Cell outlines without signal wires:
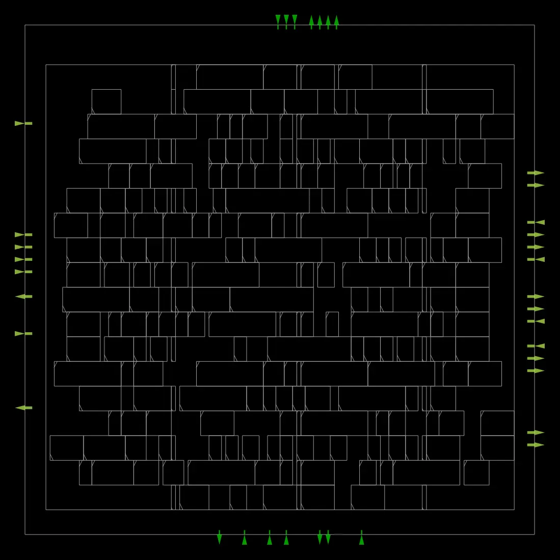
Sequential cells grouped by signal name:
(10 px per µm) Other sequential cells in the stronger gray, the rest of the logic in the fainter gray.
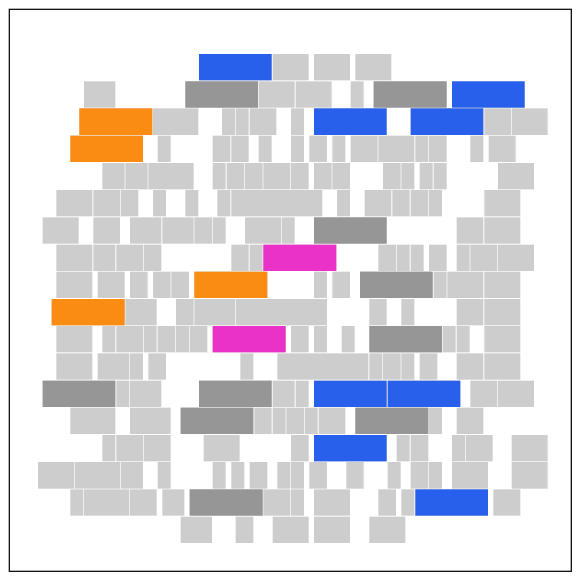
File: config.mk
export PLATFORM = sky130hd
export DESIGN_NAME = jk_bank_sequencer
export DESIGN_NICKNAME = d
export VERILOG_FILES = /design/src/rtl/jk_pkg.sv /design/src/rtl/jk_cell.sv /design/src/rtl/jk_bank_sequencer.sv
export SDC_FILE = /design/constraint.sdc
export NUM_CORES = 1
export LEC_CHECK = 0
export CAP_MARGIN = 20
export CORE_MARGIN = 2
export CORE_UTILIZATION = 46
export CTS_BUF_LIST = sky130_fd_sc_hd__clkbuf_16
export DETAILED_ROUTE_END_ITERATION = 16
export GPL_ROUTABILITY_DRIVEN = 0
export GPL_TIMING_DRIVEN = 0
export PLACE_DENSITY = 0.78
export SLEW_MARGIN = 20
export SYNTH_ARGS = -nofsm -noshare
export SYNTH_HDL_FRONTEND = slang
export SYNTH_SLANG_ARGS = --single-unit
File: constraint.sdc
create_clock -name clk -period 1.93 [get_ports clk]
set_clock_uncertainty 0.1 [all_clocks]
set_input_delay 0.193 -clock clk [delete_from_list [all_inputs] [get_ports clk]]
set_output_delay 0.193 -clock clk [all_outputs]
set_load 0.02 [all_outputs]
File: src/rtl/jk_pkg.sv
// Shared definitions for the JK bank sequencer: op encodings and FSM states.
package jk_pkg;

  // Op codes are the {j,k} pair applied to every masked cell.
  localparam logic [1:0] JK_HOLD   = 2'b00;
  localparam logic [1:0] JK_RESET  = 2'b01;
  localparam logic [1:0] JK_SET    = 2'b10;
  localparam logic [1:0] JK_TOGGLE = 2'b11;

  typedef enum logic [1:0] {
    IDLE  = 2'd0,
    APPLY = 2'd1,
    DONE  = 2'd2
  } state_e;

endpackage

File: src/rtl/jk_cell.sv
// Single JK storage cell with synchronous active-low reset to q = 0.
module jk_cell
  import jk_pkg::*;
(
  input  logic clk,
  input  logic rst_n,
  input  logic j,
  input  logic k,
  output logic q,
  output logic qn
);

  logic q_q;
  logic q_d;

  // Next value from the classic JK truth table.
  always_comb begin
    q_d = q_q;
    case ({j, k})
      JK_HOLD:   q_d = q_q;
      JK_RESET:  q_d = 1'b0;
      JK_SET:    q_d = 1'b1;
      JK_TOGGLE: q_d = ~q_q;
      default:   q_d = q_q;
    endcase
  end

  // Storage flop; reset clears the cell.
  always_ff @(posedge clk) begin
    if (!rst_n) q_q <= 1'b0;
    else        q_q <= q_d;
  end

  assign q  = q_q;
  // qn is derived from the stored bit, never held separately.
  assign qn = ~q_q;

endmodule

File: src/rtl/jk_bank_sequencer.sv
// Command-driven sequencer that applies a JK op to a masked set of cells
// for a programmable number of clock edges, then pulses done.
module jk_bank_sequencer
  import jk_pkg::*;
#(
  parameter int WIDTH = 8,
  parameter int CNT_W = 4
) (
  input  logic             clk,
  input  logic             rst_n,
  input  logic             cmd_valid,
  output logic             cmd_ready,
  input  logic [1:0]       cmd_op,
  input  logic [WIDTH-1:0] cmd_mask,
  input  logic [CNT_W-1:0] cmd_count,
  output logic [WIDTH-1:0] q,
  output logic [WIDTH-1:0] qn,
  output logic             busy,
  output logic             done
);

  state_e           state_q, state_d;
  logic [1:0]       op_q, op_d;
  logic [WIDTH-1:0] mask_q, mask_d;
  logic [CNT_W-1:0] rem_q, rem_d;
  logic             apply_en;

  // State register plus command latch and remaining counter.
  always_ff @(posedge clk) begin
    if (!rst_n) begin
      state_q <= IDLE;
      op_q    <= JK_HOLD;
      mask_q  <= '0;
      rem_q   <= '0;
    end else begin
      state_q <= state_d;
      op_q    <= op_d;
      mask_q  <= mask_d;
      rem_q   <= rem_d;
    end
  end

  // Next-state logic: accept in IDLE, count down in APPLY, one cycle of DONE.
  always_comb begin
    state_d = state_q;
    op_d    = op_q;
    mask_d  = mask_q;
    rem_d   = rem_q;
    case (state_q)
      IDLE: begin
        if (cmd_valid && cmd_ready) begin
          op_d   = cmd_op;
          mask_d = cmd_mask;
          if (cmd_count != '0) begin
            state_d = APPLY;
            rem_d   = cmd_count;
          end else begin
            // Zero count skips straight to completion without touching cells.
            state_d = DONE;
            rem_d   = '0;
          end
        end
      end
      APPLY: begin
        // Leave on the last application; the <= guard keeps the counter
        // from ever wrapping below zero.
        if (rem_q <= CNT_W'(1)) begin
          state_d = DONE;
          rem_d   = '0;
        end else begin
          rem_d = rem_q - CNT_W'(1);
        end
      end
      DONE: begin
        state_d = IDLE;
      end
      default: begin
        state_d = IDLE;
        rem_d   = '0;
      end
    endcase
  end

  // Outputs decoded from the current state; ready is also gated by reset.
  always_comb begin
    cmd_ready = 1'b0;
    busy      = 1'b0;
    done      = 1'b0;
    apply_en  = 1'b0;
    case (state_q)
      IDLE:    cmd_ready = rst_n;
      APPLY: begin
        busy     = 1'b1;
        apply_en = 1'b1;
      end
      DONE: begin
        busy = 1'b1;
        done = 1'b1;
      end
      default: ;
    endcase
  end

  // One JK cell per bit; unmasked cells and non-APPLY states see {j,k} = 00.
  generate
    for (genvar gi = 0; gi < WIDTH; gi++) begin : g_cell
      logic cell_j;
      logic cell_k;
      assign cell_j = apply_en & mask_q[gi] & op_q[1];
      assign cell_k = apply_en & mask_q[gi] & op_q[0];

      jk_cell u_cell (
        .clk   (clk),
        .rst_n (rst_n),
        .j     (cell_j),
        .k     (cell_k),
        .q     (q[gi]),
        .qn    (qn[gi])
      );
    end
  endgenerate

endmodule

==> results.py <==
# Auto-generated metrics
metrics = {
    "yosys": {
        "ys_area_mm2": 0.00125,
        "synth_cell_type_count": 30,
        "postSynthAreaPerCell_um2": 7.65,
    },
    "power": {
        "pg_clk_mw": 0.440,
        "p_sw_share_pct": 27.0,
        "power_frac_comb_pct": 22.1,
        "finalPower_mw": 1.30,
        "seqPwrFrac_pct": 43.9,
        "switching_power_mw": 0.350,
        "ir_drop_v": 0.000448,
        "pwr-share-clk_pct": 34.0,
    },
    "setup_path": {
        "end_kind": "output port",
        "path_max_fanout": 3,
        "startpoint_type": "flop",
    },
    "outcome": {
        "status": "finished, final reports clean",
    },
    "finish": {
        "comb_share_pct": 32.4,
        "flops": 24,
        "register_area_um2": 480,
        "bufAreaShareNonClock_pct": 29.2,
        "antenna_cells": 0,
    },
    "job": {
        "warning_count": 29,
    },
    "clocking": {
        "cts_buffers": 3,
        "post_cts_buffers": 0,
        "clock_latency_ps": 250,
        "clock-sinks": 24,
    },
    "global_route": {
        "grt_pass1_vias": 1224,
        "track_usage_pct": 19.2,
    },
    "drt": {
        "highest_layer": "met4",
        "vias_per_cell": 5.06,
    },
    "timing": {
        "fmax_ghz": 0.541,
    },
    "floorplan": {
        "chipArea_mm2": 0.00314,
    },
}
Notes on 'cell outlines without signal wires' above:
flop share of the area: 28.2%
FP Rows: 18
core region area: 0.00252 mm²
Finished Core Util: 67.5%

Notes on 'sequential cells grouped by signal name' above:
- blue: g_cell.u_cell.q (flops 8)
- orange: rem_q (flops 4)
- magenta: op_q (flops 2)
- not colored: 10

## critical path: cells and delay by family (launching register included)
| kind | cells | cell delay [ps] |
|---|---|---|
| adder cells (fa/ha/maj) | 1 | 280 |
| buffers and inverters | 2 | 670 |
| flip-flops | 1 | 360 |
## through the flow
step           instances  cell area (µm²)  hold WS [ps]
2_1_floorplan        163             1250           192
3_3_place_gp         227             1620           341
3_5_place_dp         227             1620           359
4_1_cts              231             1700           216
5_1_grt              231             1700           220
6_report             231             1700           213
## cell families after synthesis
family,after synthesis,share of synthesized area [%]
compound gates,30,14.7
xor+xnor,1,0.703
simple gates,65,23.9
flops,24,38.6
fa+ha+maj,5,5.02
buf+inv,38,17.2
No activity file was given, so power comes from the tool's default toggle rates.
